Figure 1. PDN straps and rails.
(1 px per um) Pins as bars on the die edge. Tap cells in grey.
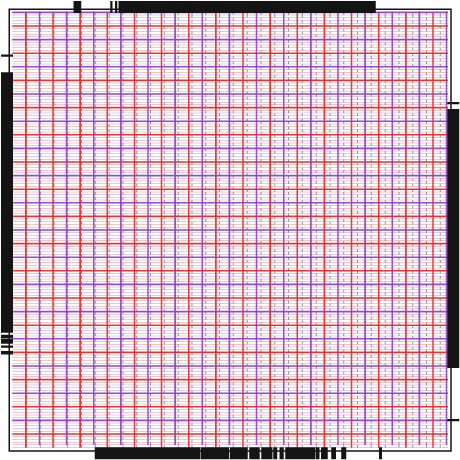
Figure 2. Cell classes on the final placement.
(1 px per um) Fill, decap, tap and diode cells in grey.
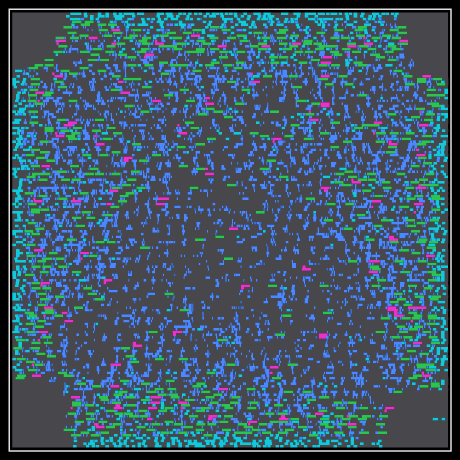
Figure 3. Clock network drawn from the DEF.
(1 px per um)
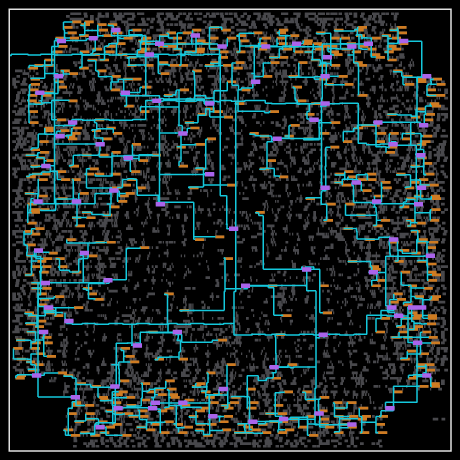
Figure 4. Routed metal, one colour a layer.
(1 px per um)
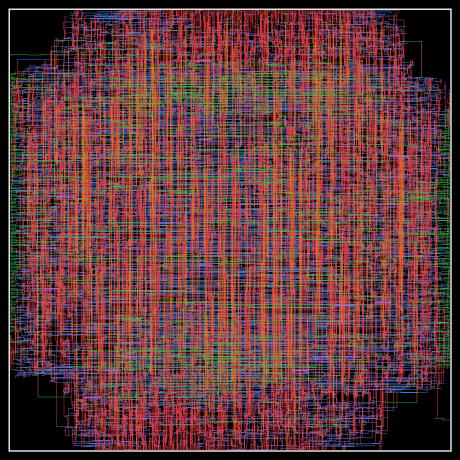
Figure 5. Congestion heat map.
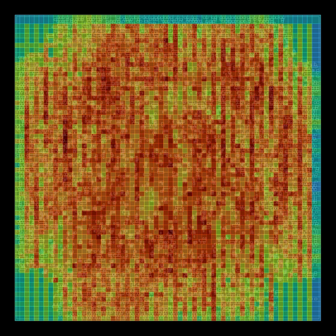
File: src/rtl/ascon_final.sv
// ascon_final: Ascon-128 finalization engine.
// Loads the post-absorption state, folds the key into x1/x2, runs the
// 12-round Ascon-p permutation one round per clock and emits the tag
// {x3^K0, x4^K1} together with a one-cycle completion pulse/interrupt.
// Optional build macro ASCON_TAG_VERIFY_EN adds exp_tag_i/tag_ok_o and the
// on-chip tag comparison; without it those ports and registers do not exist.
module ascon_final (
    input  logic             clk_i,
    input  logic             rst_n_i,
    input  logic             start_i,
    input  logic [4:0][63:0] state_i,
    input  logic [127:0]     key_i,
`ifdef ASCON_TAG_VERIFY_EN
    input  logic [127:0]     exp_tag_i,
    output logic             tag_ok_o,
`endif
    output logic             busy_o,
    output logic [4:0][63:0] state_o,
    output logic             update_state_o,
    output logic [127:0]     tag_o,
    output logic             tag_valid_o,
    output logic             finished_o,
    output logic             ascon_intr_o
);

    typedef enum logic {IDLE, BUSY} fsm_t;

    localparam logic [3:0] LAST_ROUND = 4'd11;

    fsm_t             fsm_q;
    logic [3:0]       round_q;
    logic [127:0]     key_q;
    logic [4:0][63:0] round_nxt;
    logic [127:0]     tag_nxt;
`ifdef ASCON_TAG_VERIFY_EN
    logic [127:0]     exp_tag_q;
`endif

    // 64-bit rotate right by a fixed amount.
    function automatic logic [63:0] rotr(input logic [63:0] x, input int unsigned n);
        return (x >> n) | (x << (64 - n));
    endfunction

    // One Ascon-p round: constant addition, bitsliced 5-bit S-box, linear layer.
    function automatic logic [4:0][63:0] p_round(input logic [4:0][63:0] s,
                                                 input logic [3:0]       r);
        logic [63:0]      x0, x1, x2, x3, x4;
        logic [63:0]      t0, t1, t2, t3, t4;
        logic [4:0][63:0] o;
        x0 = s[0];
        x1 = s[1];
        x2 = s[2] ^ {56'd0, 4'hF - r, r};
        x3 = s[3];
        x4 = s[4];
        // S-box, bitsliced across all 64 columns
        x0 = x0 ^ x4;
        x4 = x4 ^ x3;
        x2 = x2 ^ x1;
        t0 = ~x0 & x1;
        t1 = ~x1 & x2;
        t2 = ~x2 & x3;
        t3 = ~x3 & x4;
        t4 = ~x4 & x0;
        x0 = x0 ^ t1;
        x1 = x1 ^ t2;
        x2 = x2 ^ t3;
        x3 = x3 ^ t4;
        x4 = x4 ^ t0;
        x1 = x1 ^ x0;
        x0 = x0 ^ x4;
        x3 = x3 ^ x2;
        x2 = ~x2;
        // linear diffusion layer, one rotation pair per word
        o[0] = x0 ^ rotr(x0, 19) ^ rotr(x0, 28);
        o[1] = x1 ^ rotr(x1, 61) ^ rotr(x1, 39);
        o[2] = x2 ^ rotr(x2, 1)  ^ rotr(x2, 6);
        o[3] = x3 ^ rotr(x3, 10) ^ rotr(x3, 17);
        o[4] = x4 ^ rotr(x4, 7)  ^ rotr(x4, 41);
        return o;
    endfunction

    // The round result and the tag it would yield, using the captured key.
    assign round_nxt = p_round(state_o, round_q);
    assign tag_nxt   = {round_nxt[3] ^ key_q[127:64], round_nxt[4] ^ key_q[63:0]};

    // The interrupt is the completion pulse itself.
    assign ascon_intr_o = finished_o;

    // Control FSM, round counter, state register and registered outputs.
    always_ff @(posedge clk_i or negedge rst_n_i) begin
        if (!rst_n_i) begin
            fsm_q          <= IDLE;
            round_q        <= 4'd0;
            key_q          <= '0;
            state_o        <= '0;
            tag_o          <= '0;
            tag_valid_o    <= 1'b0;
            finished_o     <= 1'b0;
            busy_o         <= 1'b0;
            update_state_o <= 1'b0;
`ifdef ASCON_TAG_VERIFY_EN
            exp_tag_q      <= '0;
            tag_ok_o       <= 1'b0;
`endif
        end else begin
            finished_o <= 1'b0;
            case (fsm_q)
                IDLE: begin
                    if (start_i) begin
                        state_o[0]     <= state_i[0];
                        state_o[1]     <= state_i[1] ^ key_i[127:64];
                        state_o[2]     <= state_i[2] ^ key_i[63:0];
                        state_o[3]     <= state_i[3];
                        state_o[4]     <= state_i[4];
                        key_q          <= key_i;
                        round_q        <= 4'd0;
                        tag_valid_o    <= 1'b0;
                        busy_o         <= 1'b1;
                        update_state_o <= 1'b1;
                        fsm_q          <= BUSY;
`ifdef ASCON_TAG_VERIFY_EN
                        exp_tag_q      <= exp_tag_i;
                        tag_ok_o       <= 1'b0;
`endif
                    end
                end
                BUSY: begin
                    state_o <= round_nxt;
                    round_q <= round_q + 4'd1;
                    if (round_q == LAST_ROUND) begin
                        round_q        <= 4'd0;
                        tag_o          <= tag_nxt;
                        tag_valid_o    <= 1'b1;
                        finished_o     <= 1'b1;
                        busy_o         <= 1'b0;
                        update_state_o <= 1'b0;
                        fsm_q          <= IDLE;
`ifdef ASCON_TAG_VERIFY_EN
                        tag_ok_o       <= (tag_nxt == exp_tag_q);
`endif
                    end
                end
                default: fsm_q <= IDLE;
            endcase
        end
    end

endmodule
File: config.mk
export PLATFORM = sky130hd
export DESIGN_NAME = ascon_final
export DESIGN_NICKNAME = d
export VERILOG_FILES = /design/src/rtl/ascon_final.sv
export SDC_FILE = /design/constraint.sdc
export NUM_CORES = 2
export LEC_CHECK = 0
export ABC_AREA = 1
export CAP_MARGIN = 20
export CORE_MARGIN = 2
export CORE_UTILIZATION = 25
export DETAILED_ROUTE_END_ITERATION = 8
export PLACE_DENSITY = 0.48
export SLEW_MARGIN = 20
export SYNTH_ARGS = -nofsm -noshare
export SYNTH_HDL_FRONTEND = slang
export SYNTH_SLANG_ARGS = --single-unit
File: constraint.sdc
create_clock -name clk_i -period 5.43 [get_ports clk_i]
set_input_delay 0.543 -clock clk_i [delete_from_list [all_inputs] [get_ports clk_i]]
set_output_delay 0.543 -clock clk_i [all_outputs]
set_load 0.02 [all_outputs]
==> out/metrics.cfg <==
[outcome]
status=complete, no violations

[hold_path]
hold_path.class=input port to flop

[synth]
synth.largest_area_cell=nand2_1
edf_count=0
yosys.area.top_type_share=0.333
syn_area_um2=47600
async_flop_share=1.00
synth-area-yosys_um2=47600
synth_cell_type_count=36
syn-num-nets=8373

[grt]
grtUsageTotal=0.388
met1_usage=0.488
grt_pass1_wl_mm=498
antenna_found_initial=58
gr-total-overflow=0

[flow_run]
tool_warnings=38

[routing]
ant_nets=0
wl_mm=389
drc=0
via_per_inst=5.27

[final_layout]
mostFrequentLayoutCells=nand2_1 (4,220), clkdlybuf4s50_1 (902), nand3_1 (770)
area_growth_pct=31.3
layout_top_cell=nand2_1
final_nets=9264

[setup_path]
crit_fanout=5
cp_common_cell=nand2_1
cpPeakStageDelay_ps=660
end_kind=flop
arrival_ps=4250
rr_worst_depth=12
cpLargestDelayFamily=simple AND/OR/NAND/NOR gates
critPathRequiredTime_ps=6060

[sta]
hold_viol_final=0
finalSetupViolations=0
whs_ps=350
slew_headroom=0.251
final_max_slew_viol_count=0
tightest_slew_ps=1120
layout_min_cycle_time_ps=3620

[clocking]
clk_pin_slew_ps=70
clock_path_buffers=3
cts_tree=done
cts.sinks=584
root_buffer=clkbuf_16

[die]
fp_util=0.251

[placement]
gp_congestion=1.07
placedCellCount=11100

-- Figure 1 (at the start) --
VDD -> purple
VSS -> red
met1 rails = 161
signal pins = 904
met4 straps = 32
tap cells = 2,511
Die Span Y: 440 um
Chip Width: 440 um
Core Region: 190,000 um2

-- Figure 2 (at the start) --
clock drivers and dummy loads -> magenta  # cells 147
other buffers and delay cells -> cyan  # cells 979
all other logic -> blue  # cells 7,037
flip-flops -> green  # cells 584

-- Figure 3 (at the start) --
cells driving clock nets -> purple  # count 82
flip-flops -> orange  # count 584
clock wires -> cyan  # length 12,700 um
routed clock nets = 83
post-route clock skew: 64.9 ps
clk latency late pin: 790 ps

-- Figure 4 (at the start) --
met5 -> purple  # wire length 210 um
met4 -> orange  # wire length 31.3 mm
met1 -> blue  # wire length 154 mm
met2 -> red  # wire length 170 mm
met3 -> green  # wire length 32.9 mm

-- Figure 5 (at the start) --
met3 usage: 0.0751
final cell utilization of the core: 0.330
routed len/inst: 34.5 um
met2 usage: 0.604

## state kept, by name, indices dropped and copies added (netlist names)
register,cells
ascon_intr_o,1
fsm_q,1
key_q,128
round_q,4
state_o,320
tag_o,128
tag_valid_o,1
update_state_o,1
## layout make-up
type / instances / area, um2 / area share
antenna: 13 / 32.5 / 0.000520
clock buffer: 115 / 2330 / 0.0373
tap: 2511 / 3140 / 0.0503
inverter: 791 / 2980 / 0.0477
multi-input combinational: 6246 / 29200 / 0.468
sequential: 584 / 14600 / 0.234
clock inverter: 32 / 374 / 0.00599
timing repair buffer: 979 / 9780 / 0.156
## cells by family (layout without fill, tap and decap cells)
family	count (synthesis)	in the layout	share of synthesized area
xor gates and xnor gates	296	296	0.0663
AOI/OAI and AO/OA	581	581	0.0704
DFF	584	584	0.307
and+or+nand+nor	5240	5240	0.444
buffers and inverters	963	1917	0.0787
adders and majority gates	129	129	0.0339
other	0	13	0
## what timing repair did
action / CTS / global route
hold endpoints to repair: 52 / 0
gates resized: 0 / 0
setup buffers: 0 / 0
hold buffers: 1 / 0
## Yosys cell counts, types with 82 or more instances
| cell | number |
|---|---|
| a21oi_1 | 82 |
| nand3_1 | 770 |
| dfrtp_1 | 584 |
| xor2_1 | 154 |
| nand2_1 | 4220 |
| o211ai_1 | 153 |
| ha_1 | 129 |
| nor2_1 | 117 |
| inv_1 | 687 |
| nand3b_1 | 112 |
| inv_2 | 102 |
| o21ai_0 | 243 |
## routing by layer
| metal | part of all wire | vias to the layer above |
|---|---|---|
| li1 | - | 26300 |
| met5 | 0.00054 | - |
| met1 | 0.40 | 29200 |
| met2 | 0.44 | 3250 |
| met3 | 0.085 | 644 |
| met4 | 0.080 | 30 |
## per-stage QoR
| step | instance area, um2 | setup slack [ps] |
|---|---|---|
| floorplan | 47600 | 3420 |
| global placement | 59800 | 1590 |
| detailed placement | 59800 | 1590 |
| CTS | 62500 | 2020 |
| global route | 62500 | 1950 |
| finish | 62500 | 1810 |
## path summary, 6_finish.rpt
kind / from / to / slack, ps
max: state_o[230] / tag_o[31] / 1810
min: state_i[306] / state_o[306] / 350
max reg2reg: state_o[230] / tag_o[31] / 1810
min reg2reg: tag_o[59] / tag_o[59] / 480
max in group asynchronous: rst_n_i / tag_o[116] / 3620
min in group asynchronous: rst_n_i / state_o[311] / 390
## worst reg2reg max path: cells and delay by family (launching register included)
kind / cells / cell delay, ps
adders and majority gates: 1 / 410
and+or+nand+nor: 9 / 1940
buffers and inverters: 2 / 440
DFF: 1 / 660
